--- config.mk ---
export PLATFORM = sky130hd
export DESIGN_NAME = wb_host
export DESIGN_NICKNAME = d
export VERILOG_FILES = /design/src/rtl/wb_pkg.sv /design/src/rtl/wb_host.sv
export SDC_FILE = /design/constraint.sdc
export NUM_CORES = 1
export LEC_CHECK = 0
export ABC_AREA = 1
export CAP_MARGIN = 20
export CORE_UTILIZATION = 37
export CTS_CLUSTER_SIZE = 28
export DETAILED_ROUTE_END_ITERATION = 7
export GPL_TIMING_DRIVEN = 0
export PLACE_DENSITY = 0.77
export SLEW_MARGIN = 40
export SYNTH_ARGS = -nofsm -noshare
export SYNTH_HDL_FRONTEND = slang
export SYNTH_SLANG_ARGS = --single-unit
--- constraint.sdc ---
create_clock -name wb_clk_i -period 1.35 [get_ports wb_clk_i]
set_input_delay 0.27 -clock wb_clk_i [delete_from_list [all_inputs] [get_ports wb_clk_i]]
set_output_delay 0.27 -clock wb_clk_i [all_outputs]
set_load 0.05 [all_outputs]
--- src/rtl/wb_pkg.sv ---
// Shared Wishbone definitions: host FSM state encoding and the byte-select helper.
package wb_pkg;

    typedef enum logic [1:0] {
        ST_IDLE = 2'd0,
        ST_REQ  = 2'd1,
        ST_WAIT = 2'd2
    } wb_state_e;

    // All-ones byte select for a data bus of dw bits (dw up to 128).
    function automatic logic [15:0] sel_all(input int dw);
        return 16'((32'd1 << (dw / 8)) - 32'd1);
    endfunction

endpackage

--- src/rtl/wb_host.sv ---
// Wishbone B4 pipelined initiator: one outstanding single read/write per command.
// Command port: a transfer happens on a rising edge where cmd_valid & cmd_ready are both 1.
module wb_host
    import wb_pkg::*;
#(
    parameter int TIMEOUT = 16,
    parameter int AW      = 32,
    parameter int DW      = 32
) (
    input  logic            wb_clk_i,
    input  logic            wb_rst_i,
    input  logic            cmd_valid,
    output logic            cmd_ready,
    input  logic            cmd_we,
    input  logic [AW-1:0]   cmd_adr,
    input  logic [DW-1:0]   cmd_dat,
    output logic            rsp_valid,
    output logic [DW-1:0]   rsp_dat,
    output logic            rsp_err,
    output logic            wb_cyc_o,
    output logic            wb_stb_o,
    output logic            wb_we_o,
    output logic [AW-1:0]   wb_adr_o,
    output logic [DW-1:0]   wb_dat_o,
    output logic [DW/8-1:0] wb_sel_o,
    input  logic            wb_stall_i,
    input  logic            wb_ack_i,
    input  logic [DW-1:0]   wb_dat_i,
    output wb_state_e       dbg_state_o
);

    localparam int              CW       = $clog2(TIMEOUT + 1);
    localparam logic [CW-1:0]   CNT_LAST = CW'(TIMEOUT - 1);
    localparam logic [CW-1:0]   CNT_MAX  = CW'(TIMEOUT);
    localparam logic [DW/8-1:0] SEL_ALL  = (DW/8)'(sel_all(DW));

    wb_state_e     state_q, state_d;
    logic [CW-1:0] cnt_q, cnt_d;
    logic          we_q, we_d;
    logic [AW-1:0] adr_q, adr_d;
    logic [DW-1:0] dat_q, dat_d;
    logic          cyc_q, cyc_d;
    logic          stb_q, stb_d;
    logic          ready_q, ready_d;
    logic          rsp_valid_q, rsp_valid_d;
    logic          rsp_err_q, rsp_err_d;
    logic [DW-1:0] rsp_dat_q, rsp_dat_d;
    logic          expired;

    // The cycle whose count is TIMEOUT-1 is the last one in which an ack can still win.
    assign expired = (cnt_q == CNT_LAST);

    always_comb begin
        state_d     = state_q;
        cnt_d       = cnt_q;
        we_d        = we_q;
        adr_d       = adr_q;
        dat_d       = dat_q;
        rsp_valid_d = 1'b0;
        rsp_err_d   = 1'b0;
        rsp_dat_d   = rsp_dat_q;

        case (state_q)
            ST_IDLE: begin
                cnt_d = '0;
                if (cmd_valid && ready_q) begin
                    we_d    = cmd_we;
                    adr_d   = cmd_adr;
                    dat_d   = cmd_dat;
                    state_d = ST_REQ;
                end
            end
            ST_REQ, ST_WAIT: begin
                cnt_d = (cnt_q == CNT_MAX) ? cnt_q : cnt_q + CW'(1);
                // In REQ an ack only counts once the strobe is actually taken.
                if (wb_ack_i && (state_q == ST_WAIT || !wb_stall_i)) begin
                    state_d     = ST_IDLE;
                    rsp_valid_d = 1'b1;
                    if (!we_q) begin
                        rsp_dat_d = wb_dat_i;
                    end
                end else if (expired) begin
                    state_d     = ST_IDLE;
                    rsp_valid_d = 1'b1;
                    rsp_err_d   = 1'b1;
                end else if (state_q == ST_REQ && !wb_stall_i) begin
                    state_d = ST_WAIT;
                end
            end
            default: state_d = ST_IDLE;
        endcase

        cyc_d   = (state_d != ST_IDLE);
        stb_d   = (state_d == ST_REQ);
        ready_d = (state_d == ST_IDLE);
    end

    always_ff @(posedge wb_clk_i or negedge wb_rst_i) begin
        if (!wb_rst_i) begin
            state_q     <= ST_IDLE;
            cnt_q       <= '0;
            we_q        <= 1'b0;
            adr_q       <= '0;
            dat_q       <= '0;
            cyc_q       <= 1'b0;
            stb_q       <= 1'b0;
            ready_q     <= 1'b0;
            rsp_valid_q <= 1'b0;
            rsp_err_q   <= 1'b0;
            rsp_dat_q   <= '0;
        end else begin
            state_q     <= state_d;
            cnt_q       <= cnt_d;
            we_q        <= we_d;
            adr_q       <= adr_d;
            dat_q       <= dat_d;
            cyc_q       <= cyc_d;
            stb_q       <= stb_d;
            ready_q     <= ready_d;
            rsp_valid_q <= rsp_valid_d;
            rsp_err_q   <= rsp_err_d;
            rsp_dat_q   <= rsp_dat_d;
        end
    end

    assign cmd_ready   = ready_q;
    assign rsp_valid   = rsp_valid_q;
    assign rsp_err     = rsp_err_q;
    assign rsp_dat     = rsp_dat_q;
    assign wb_cyc_o    = cyc_q;
    assign wb_stb_o    = stb_q;
    assign wb_we_o     = we_q;
    assign wb_adr_o    = adr_q;
    assign wb_dat_o    = dat_q;
    assign wb_sel_o    = SEL_ALL;
    assign dbg_state_o = state_q;

endmodule

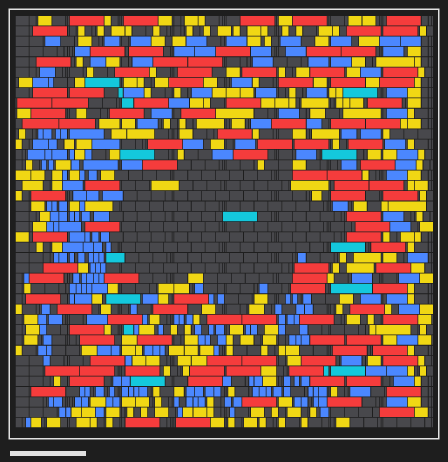
Figure 1: run 1, placed cells, one colour a class.
Bar = 20 µm. Fill, decap, tap and diode cells in grey.
- red: flops (cells 109; share of their area 38%)
- yellow: other buffers and delay cells (cells 260; share of their area 31%)
- blue: combinational and other logic (cells 235; share of their area 27%)
- cyan: clock drivers and dummy loads (cells 15; share of their area 4.1%)
Seq area share: 37.0%
post-route cell area: 7380 µm²

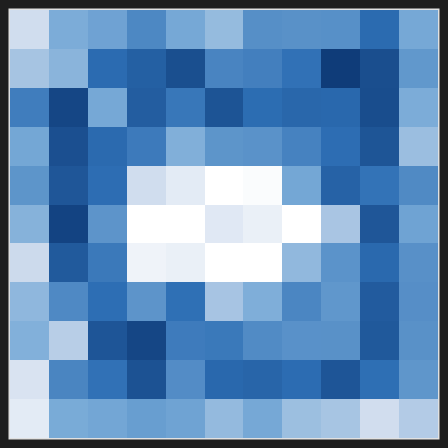
Figure 2: run 1, cell density map.
11 x 11 tiles, from white (low) to dark blue (high), 0 to 100% covered.
- emptiest ninth of the die: centre
- tiles over 75% full: 28%
- nearly empty tiles: 5.0%
- mean over tiles: 56%
- fullest tile: 95%
fin util: 61.5%
core area: 12000 µm²
FP Util: 37.9%

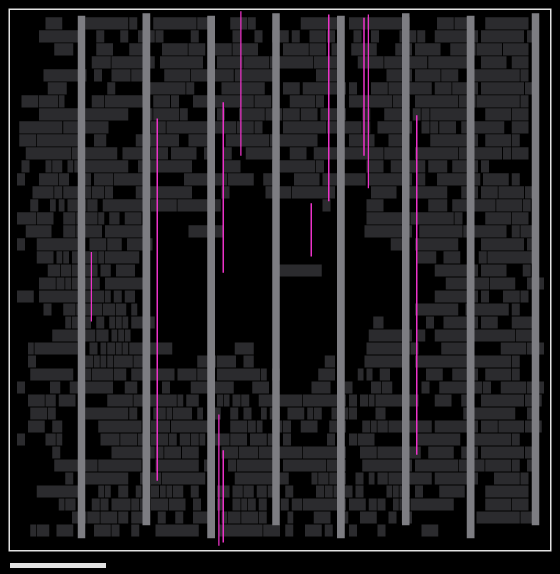
Figure 3: run 1, metal 4.
Bar = 20 µm. Supply wires on this layer in grey.
- longest straight run: 75.5 µm
- wire length on this layer: 386 µm
via count: 3613
Routed WL: 12600 µm

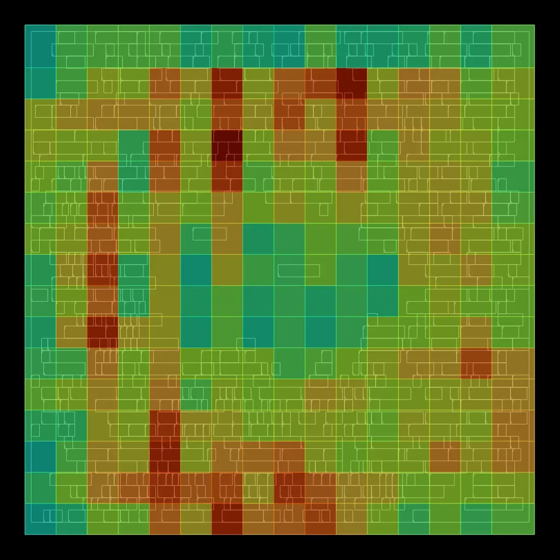
Figure 4: run 1, congestion heat map.
GRT Max-Usage Layer: met2
met1 usage: 23.9%
WL per Instance: 16.4 µm

==> flow_summary.toml, run 1 <==
# synthesis and place-and-route metrics
[status]
status = "complete, but fails checks"
violations = "negative setup slack"

[yosys]
ys_top_cells_by_count = "dfrtp_1, nand2_1, mux2_4"
yosys.area.top_type = "dfrtp_1"
top_cell = "dfrtp_1"
numSynthFlops = 109

[final_layout]
dominant_cells = "sequential cells"
num_antenna_cells = 0
clockBufferCount = 12
nNetsFinal = 724
fill_cells = 951

[critical_path]
start_kind = "flop"
cpMaxStageDelayCell = "dfrtp_2"
required_ns = 1.59
timing.critical_path.mode_cell = "nand2_2"
worstPathCellList = "buf_6 > ha_4 > inv_2 > nand2_2 > nand2_2 > nor2_4 > buf_4 > buf_6 > nand3_1 > nand2_2"
critical_path.max_stage_delay_ns = 0.43

[final_timing]
finalCriticalPeriod_ns = 1.49
setup_viol = 105
layout_setup_ws_ns = -0.142
period_used_pct = 111

[routing]
drt.antenna.violating_nets = 0

[global_routing]
grt_max_degree = 62

[place]
dp_hpwl_um = 8570
finalWeightedCongestion = 0.800

[power_and_ir_drop]
pg_clk_w = 0.00267

[cts]
cts_max_level = 3
## run 1: worst paths after layout
path                            depth (start not counted)                     start                       end  slack [ns]
min in group wb_clk_i                                   2   rsp_dat[26]$_DFFE_PN0P_   rsp_dat[26]$_DFFE_PN0P_        0.47
worst min-delay path                                    2                  wb_rst_i  wb_dat_o[14]$_DFFE_PN0P_        0.40
worst max register to register                         10  dbg_state_o[1]$_DFF_PN0_   rsp_dat[12]$_DFFE_PN0P_       -0.14
worst min register to register                          2   rsp_dat[26]$_DFFE_PN0P_   rsp_dat[26]$_DFFE_PN0P_        0.47
max in group asynchronous                               3                  wb_rst_i   rsp_dat[31]$_DFFE_PN0P_        0.32
worst max-delay path                                   10  dbg_state_o[1]$_DFF_PN0_   rsp_dat[12]$_DFFE_PN0P_       -0.14
## run 1: per-stage QoR
stage / worst slack [ns] / total power (W) / utilization, %
after detailed placement: -0.338 / 0.0187 / 57.7
after floorplan: -0.245 / 0.0144 / -
after global routing: -0.199 / 0.0222 / 61.5
final: -0.142 / 0.0212 / 61.5
after global placement: -4.39 / 0.0184 / 57.5
after CTS: -0.127 / 0.0211 / 60.6
## run 1: critical path: cells and delay by family (launching register included)
family,cells,cell delay [ns]
DFF,1,0.43
buffers and inverters,4,0.45
and+or+nand+nor,5,0.35
adders and majority gates,1,0.15
## run 1: state kept, by name (all words and copies together) (netlist names), 2 cells and up
signal,flops
cnt_q,5
dbg_state_o,2
wb_adr_o,32
rsp_dat,32
wb_dat_o,32
## run 1: layer usage
layer	up-vias	wire length, µm	track usage (%)
met5	-	0	0
met4	0	386	9.82
met3	28	563	4.02
met1	1772	5220	23.9
met2	116	6400	33.5
li1	1697	-	-
Figure 5. Metal 1 (run 1).
Supply wires on this layer in grey.
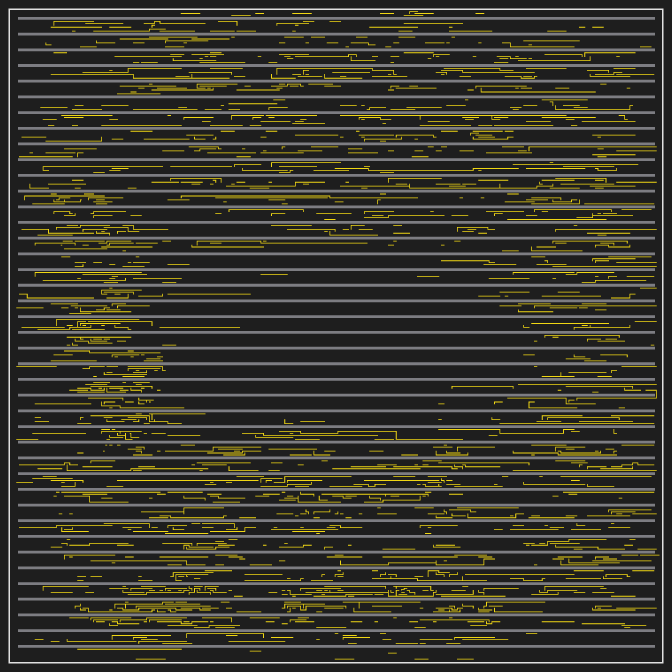

==> inputs of run 2 (changes only) <==
REMOVE_ABC_BUFFERS = 1   (was default)
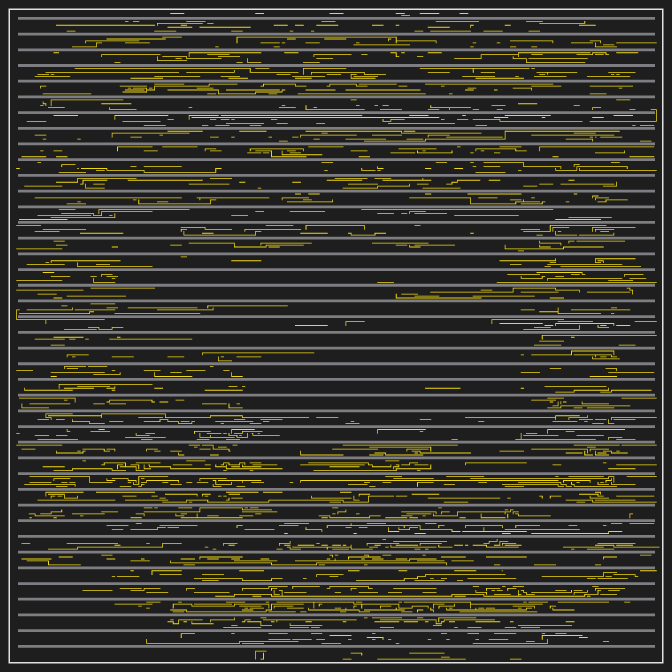
Figure 6: run 2, metal 1.
Supply wires on this layer in grey.
- longest straight run: 44.6 µm
- share of all routed wire: 41%

==> flow_summary.toml, run 2 <==
# synthesis and place-and-route metrics
[global_routing]
use_met2_pct = 36.6
grt_max_degree = 56
grtUsageMet3_pct = 3.91

[routing]
drt.antenna.violating_nets = 0
routed.top_layer = "met4"
wl_met3_um = 668
routed_wl_um = 13500
dr_total_vias = 3673

[final_layout]
clockBufferCount = 11
nNetsFinal = 710
num_antenna_cells = 0
fill_cells = 983

[final_timing]
setup_viol = 103
layout_setup_ws_ns = -0.189
period_used_pct = 114
finalCriticalPeriod_ns = 1.54

[critical_path]
rr_endpoint = "wb_dat_o[28]$_DFFE_PN0P_"

[floorplan]
core_um2 = 12000

[yosys]
ys_top_cells_by_count = "dfrtp_1, nand2_1, mux2_4"
yosys.area.top_type = "dfrtp_1"
numSynthFlops = 109

[power_and_ir_drop]
power.total_w = 0.0217

[cts]
cts_max_level = 3

[status]
status = "complete, but fails checks"
violations = "negative setup slack"
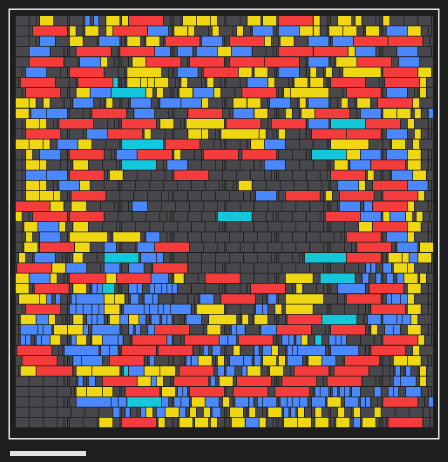
Figure 7: run 2, placed cells, one colour a class.
Bar = 20 µm. Fill, decap, tap and diode cells in grey.
- red: flops (cells 109; share of their area 38%)
- yellow: other buffers and delay cells (cells 241; share of their area 29%)
- blue: combinational and other logic (cells 240; share of their area 29%)
- cyan: clock drivers and dummy loads (cells 15; share of their area 4.2%)
fin util: 61.8%
Core Rows: 40
Seq area share: 36.8%
post-route cell area: 7430 µm²

[run 2: cell counts after synthesis]
Identical to the previous run, type by type.
[run 2: power by group through the flow]
stage                     Combinational, W  Sequential (W)  Clock, W
after floorplan                    0.00307          0.0110         0
after global placement              0.0123         0.00565         0
after detailed placement            0.0125         0.00577         0
after CTS                           0.0129         0.00575   0.00284
after global routing                0.0136         0.00595   0.00295
final                               0.0131         0.00578   0.00277
[run 2: worst max-delay path: stages (launching register included)]
cell	delay (ns)
dfrtp_1	0.39
inv_2	0.08
buf_6	0.10
ha_4	0.18
nand2_8	0.12
buf_6	0.15
buf_6	0.11
mux2_4	0.28
[run 2: worst max-delay path by stage]
stage | slack, ns | to | startpoint | depth (start not counted)
after detailed placement | -1.19 | rsp_dat[24]$_DFFE_PN0P_ | wb_stall_i | 7
final | -0.19 | wb_dat_o[28]$_DFFE_PN0P_ | dbg_state_o[0]$_DFF_PN0_ | 7
after CTS | -0.18 | rsp_dat[24]$_DFFE_PN0P_ | dbg_state_o[0]$_DFF_PN0_ | 11
after global routing | -0.22 | rsp_dat[10]$_DFFE_PN0P_ | dbg_state_o[0]$_DFF_PN0_ | 11
after floorplan | -1.40 | wb_adr_o[0]$_DFFE_PN0P_ | dbg_state_o[0]$_DFF_PN0_ | 4
after global placement | -4.03 | rsp_valid$_DFF_PN0_ | wb_rst_i | 1
[run 2: cell families (layout without fill, tap and decap cells)]
| family | count (synthesis) | in the layout | share of synthesized area [%] |
|---|---|---|---|
| AND/OR/NAND/NOR | 135 | 140 | 12.4 |
| other | 1 | 4 | 0.0823 |
| multiplexers | 65 | 65 | 20.2 |
| adder cells (fa/ha/maj) | 7 | 7 | 1.92 |
| flip-flops | 109 | 109 | 59.9 |
| AND-OR/OR-AND | 9 | 9 | 1.02 |
| buffers and inverters | 36 | 271 | 4.50 |
No activity file was given, so power comes from the tool's default toggle rates.
